==> src/rtl/uart_pkg.sv <==
// Shared encodings and parity helper for the UART RX parity engine.
// The parity-type enum values match the cfg_par_typ register field.
package uart_pkg;

    typedef enum logic [1:0] {
        PAR_EVEN  = 2'b00,
        PAR_ODD   = 2'b01,
        PAR_MARK  = 2'b10,
        PAR_SPACE = 2'b11
    } par_typ_e;

    typedef enum logic [1:0] {
        ST_IDLE     = 2'b00,
        ST_ACCUM    = 2'b01,
        ST_WAIT_PAR = 2'b10
    } rx_state_e;

    // Expected parity bit, given the XOR of all data bits in the frame.
    function automatic logic par_expected(input logic acc, input par_typ_e typ);
        logic exp_bit;
        case (typ)
            PAR_EVEN:  exp_bit = acc;
            PAR_ODD:   exp_bit = ~acc;
            PAR_MARK:  exp_bit = 1'b1;
            default:   exp_bit = 1'b0;
        endcase
        return exp_bit;
    endfunction

endpackage

==> src/rtl/uart_rx_parity_engine.sv <==
// Serial parity accumulator and checker for the UART receive path.
// Reports a per-frame result plus sticky and saturating error status.
module uart_rx_parity_engine
    import uart_pkg::*;
#(
    parameter int DATA_W = 8,
    parameter int CNT_W  = 8
) (
    input  logic             clk,
    input  logic             rst,
    input  logic             cfg_par_en,
    input  logic [1:0]       cfg_par_typ,
    input  logic             frame_start,
    input  logic             data_bit_vld,
    input  logic             data_bit,
    input  logic             par_bit_vld,
    input  logic             par_bit,
    input  logic             frame_abort,
    input  logic             err_clr,
    output logic             chk_done,
    output logic             par_err,
    output logic             par_err_sticky,
    output logic [CNT_W-1:0] err_cnt,
    output logic             proto_err
);

    localparam int BC_W = $clog2(DATA_W + 1);

    rx_state_e   state;
    logic        acc;
    logic [BC_W-1:0] bit_cnt;
    logic        par_en_q;
    par_typ_e    par_typ_q;

    logic        in_accum;
    logic        in_wait_par;
    logic        frame_ctl;
    logic        data_take;
    logic        par_take;
    logic        last_bit;
    logic        par_mismatch;
    logic        err_event;
    logic        proto_hit;

    assign in_accum    = (state == ST_ACCUM);
    assign in_wait_par = (state == ST_WAIT_PAR);

    // A start or abort in the same cycle pre-empts any data/parity strobe.
    assign frame_ctl = frame_start | frame_abort;

    assign data_take = in_accum & data_bit_vld & ~par_bit_vld & ~frame_ctl;
    assign par_take  = in_wait_par & par_bit_vld & ~data_bit_vld & ~frame_ctl;
    assign last_bit  = (bit_cnt == BC_W'(DATA_W - 1));

    assign par_mismatch = (par_bit != par_expected(acc, par_typ_q));
    assign err_event    = par_take & par_mismatch;

    assign proto_hit = (data_bit_vld & par_bit_vld)
                     | (data_bit_vld & ~in_accum)
                     | (par_bit_vld & ~in_wait_par);

    // Frame sequencing and registered per-frame result outputs.
    always_ff @(posedge clk or negedge rst) begin
        if (!rst) begin
            state     <= ST_IDLE;
            chk_done  <= 1'b0;
            par_err   <= 1'b0;
            proto_err <= 1'b0;
        end else begin
            chk_done  <= 1'b0;
            proto_err <= proto_hit;
            if (frame_start) begin
                state   <= ST_ACCUM;
                par_err <= 1'b0;
            end else if (frame_abort) begin
                state <= ST_IDLE;
            end else begin
                case (state)
                    ST_ACCUM: begin
                        if (data_take && last_bit) begin
                            if (par_en_q) begin
                                state <= ST_WAIT_PAR;
                            end else begin
                                state    <= ST_IDLE;
                                chk_done <= 1'b1;
                                par_err  <= 1'b0;
                            end
                        end
                    end
                    ST_WAIT_PAR: begin
                        if (par_take) begin
                            state    <= ST_IDLE;
                            chk_done <= 1'b1;
                            par_err  <= par_mismatch;
                        end
                    end
                    default: begin
                        state <= ST_IDLE;
                    end
                endcase
            end
        end
    end

    // Serial parity accumulator and frame configuration snapshot.
    always_ff @(posedge clk or negedge rst) begin
        if (!rst) begin
            acc       <= 1'b0;
            bit_cnt   <= '0;
            par_en_q  <= 1'b0;
            par_typ_q <= PAR_EVEN;
        end else if (frame_start) begin
            acc       <= 1'b0;
            bit_cnt   <= '0;
            par_en_q  <= cfg_par_en;
            par_typ_q <= par_typ_e'(cfg_par_typ);
        end else if (data_take) begin
            acc     <= acc ^ data_bit;
            bit_cnt <= bit_cnt + 1'b1;
        end
    end

    // Status: a new error outranks a simultaneous clear, so the count restarts at 1.
    always_ff @(posedge clk or negedge rst) begin
        if (!rst) begin
            par_err_sticky <= 1'b0;
            err_cnt        <= '0;
        end else if (err_event) begin
            par_err_sticky <= 1'b1;
            if (err_clr) begin
                err_cnt <= CNT_W'(1);
            end else if (err_cnt != {CNT_W{1'b1}}) begin
                err_cnt <= err_cnt + 1'b1;
            end
        end else if (err_clr) begin
            par_err_sticky <= 1'b0;
            err_cnt        <= '0;
        end
    end

endmodule

==> config.mk <==
export PLATFORM = sky130hd
export DESIGN_NAME = uart_rx_parity_engine
export DESIGN_NICKNAME = d
export VERILOG_FILES = /design/src/rtl/uart_pkg.sv /design/src/rtl/uart_rx_parity_engine.sv
export SDC_FILE = /design/constraint.sdc
export NUM_CORES = 1
export LEC_CHECK = 0
export CAP_MARGIN = 20
export CORE_UTILIZATION = 45
export CTS_BUF_LIST = sky130_fd_sc_hd__clkbuf_16
export CTS_CLUSTER_DIAMETER = 60
export CTS_CLUSTER_SIZE = 30
export DETAILED_ROUTE_END_ITERATION = 8
export MAX_ROUTING_LAYER = met4
export PLACE_DENSITY_LB_ADDON = 0.1
export REMOVE_ABC_BUFFERS = 1
export SLEW_MARGIN = 20
export SYNTH_ARGS = -nofsm -noshare
export SYNTH_HDL_FRONTEND = slang
export SYNTH_SLANG_ARGS = --single-unit
==> constraint.sdc <==
create_clock -name clk -period 1.81 [get_ports clk]
set_clock_uncertainty 0.2 [all_clocks]
set_input_delay 0.2715 -clock clk [delete_from_list [all_inputs] [get_ports clk]]
set_output_delay 0.2715 -clock clk [all_outputs]
set_load 0.005 [all_outputs]
Figure 1. Port wiring (run 1).
Scale: 4 px per um.
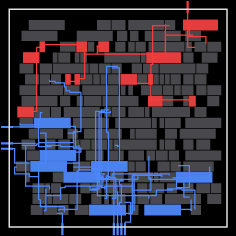
[red] frame_start | bits: 1 | direction: input | end cells: 13 | buffers: 3 | wire: 143 um
[blue] err_cnt | bits: 8 | direction: output | end cells: 8 | buffers: 17 | wire: 582 um

Figure 2. Metal 1 (run 1).
Scale: 8 px per um. Supply wires on this layer in grey. Cells faint in the background.
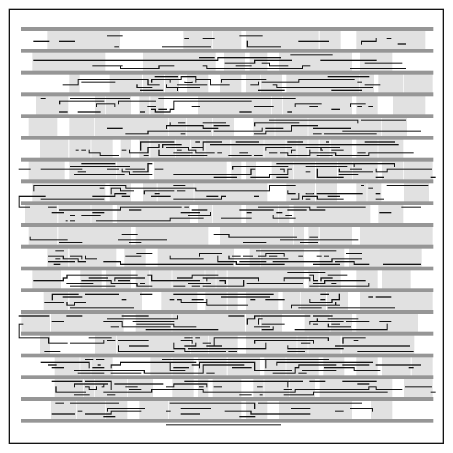
main direction: horizontal
nets with wire on the layer: 181
longest straight run: 23.5 um
wire length on this layer: 1670 um
share of all routed wire: 42%

Figure 3. Cell classes on the final placement (run 1).
Scale: 6 px per um.
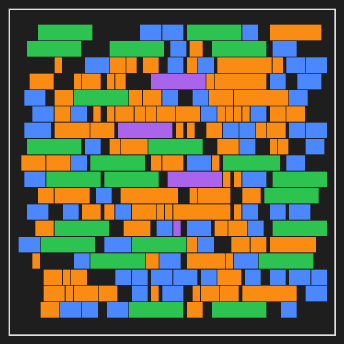
[orange] combinational and other logic | cells: 94 | share of their area: 40%
[purple] clock drivers and dummy loads | cells: 4 | share of their area: 3.9%
[green] flops | cells: 22 | share of their area: 27%
[blue] other buffers and delay cells | cells: 65 | share of their area: 28%

Figure 4. Placement view (run 1).
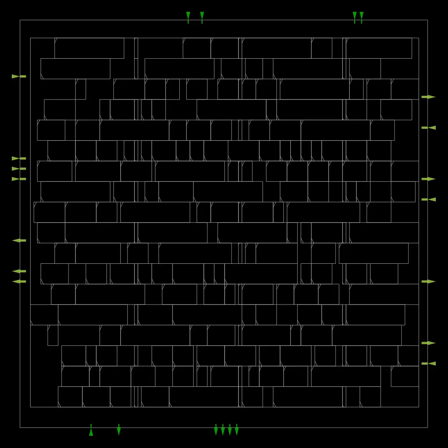
cell row count: 18
Non-Filler Instances: 215
Finished Core Util: 81.7%
Tapcells: 30
Seq cells: 22

==> CHANGELOG.md <==
### Changed

* Status: finished with violations
* Failing checks: setup timing
* Inverters at 10
* Aoi share at 13.6%
* Most common logic cell in the routed design: buf_4
* Max-cap viol count at 0
* Logic share of the area at between 30% and 40%
* Share of cells above drive strength 1 at 42.7%
* Post-Syn Area at 1220 sq um
* Register bit total from synthesis at 22
* P_int at 942 uW
* Met3 usage at 4.52%
* Reg2reg start: par_typ_q[0]$_DFFE_PN0P_
* Clock group share of total power at between 30% and 40%
* Core area at ~2500 sq um
* Log Warnings at 28
* Peak supply drop at about 0.54 mV
* Most frequent cells in the layout: 34 x buf_4, 21 x dfrtp_1, 17 x clkdlybuf4s50_1
* Cycle use final at 108%
* Root Buffer: clkbuf_16
* NetSw at 338 uW
* Number of cells in Yosys stat at 120
* Final WL at between 4000 and 5000 um
* Worst-path fanout max at 6
* Gate power share at 21.9%
* DR WL met3 at 167 um
* Signal buf overhead at 27.9%
* Die height at roughly 54 um
* Met1 wire length at between 1500 and 2000 um
* Req. time, crit path at ~1.8 ns
* Mi-comb count at ~84
* Max Used Layer: met4
* XOR/XNOR share of the synthesized area at under 10%
* RSZ-0062 raised after global routing: true
* CP delay by family, top: simple AND/OR/NAND/NOR gates
* Placement Setup Slack at -0.620 ns
* TritonCTS buffer count at 3
* Syn_area_per_cell at a little over 10 sq um
* Slew margin rel. at between 70% and 80%
* Power Combinational at 280 uW
* Leakage at 0.887 nW
* CP peak stage delay at about 0.55 ns
* Pwr/cell area at between 600 and 700 nW/um^2
* Vias in the first global route at roughly 1.1k
* Design Area, Final at around 2000 sq um
* Grt met1 use at between 30% and 40%
* YS warnings at 0
* Post-route setup slack at -0.151 ns
* Clock sink count at 22
* Largest regs: err_cnt: 8 flops, bit_cnt: 4 flops
* Adder Area Share at 4.10%
* Setup crit start kind: flop
* GRT busiest layer: met2
* Global Route Usage Sum at between 20 and 30%
* I/O Pins at 24
* Largest cell class by area: combinational gates
* # resized after CTS at 18
* Drt first pass iters at 4
* Reg2Reg Setup Slack at -0.15 ns
* Seq area share at between 20% and 30%
* Syn Inst Count at roughly 120
* CTS tree: built
* Final Setup Violations at 7
* Non-CTS buffers at about 65
* Met2 WL at just over 2000 um
* Final ANT Viol Nets at 0
* Met2 Use GR at a little over two fifths
* Max reg flops at 8
* Clk_lat worst skew at between 0.2 and 0.3 ns
* HPWL Detailed at roughly 2200 um
* Slew Viols, Final at 0
* Critical Path, Cell by Cell: xnor2_2, xnor2_1, buf_4, or4_1, a21oi_2
* P_clk at ~480 uW
* Placed insts at slightly below 200
* Die Wd at about 54 um
* Buf/Inv on CP at 1
* Routability cong. at around 0.8
* Area Overhead vs Synth at 68.9%
* Register area share after synthesis at roughly 45%
* Max-area cell share at 45.1%
* RR Endpoint: err_cnt[2]$_DFFE_PN0P_
* Min-Delay Path Class: in2async
* Largest net degree at the start of global routing at 23
* Global-route wire length before repair at about 5400 um
* Kind of critical path: reg2reg
* Simple share at 23.8%
* Crit. End Element: flop
* Initial DRC Count at 24
* Ant. Diodes at 0
* Post-CTS Hold Buffers at 0
* Final Power at ~1.3 mW
* Wirelength per Cell at 18.6 um
* Fin Setup TNS at -0.529 ns
* Sequential share of power at between 40% and 50%
* H-tree depth at 1
-- run 1: Yosys cell counts --
master,instances
buf_6,1
nand4_1,1
a41o_1,1
a21o_1,1
nand3_1,9
or4b_1,1
clkbuf_1,3
and3_1,1
nand3b_1,2
o31ai_1,4
o311ai_2,1
mux2_2,3
nor4b_4,2
o311ai_0,2
xor2_1,3
inv_1,10
nor2_1,8
and3b_1,1
xnor2_1,2
mux2_1,1
nor4b_1,1
a21oi_1,10
buf_1,1
nand2_2,1
o21ai_0,2
mux2i_1,1
o41ai_1,1
ha_1,4
o2bb2ai_1,1
nand2_1,8
or4_1,6
or3_1,2
o211ai_1,1
or2_2,1
nor4_2,1
dfrtp_1,22
Power figures rest on the tool's default switching activity, not on a simulated workload.
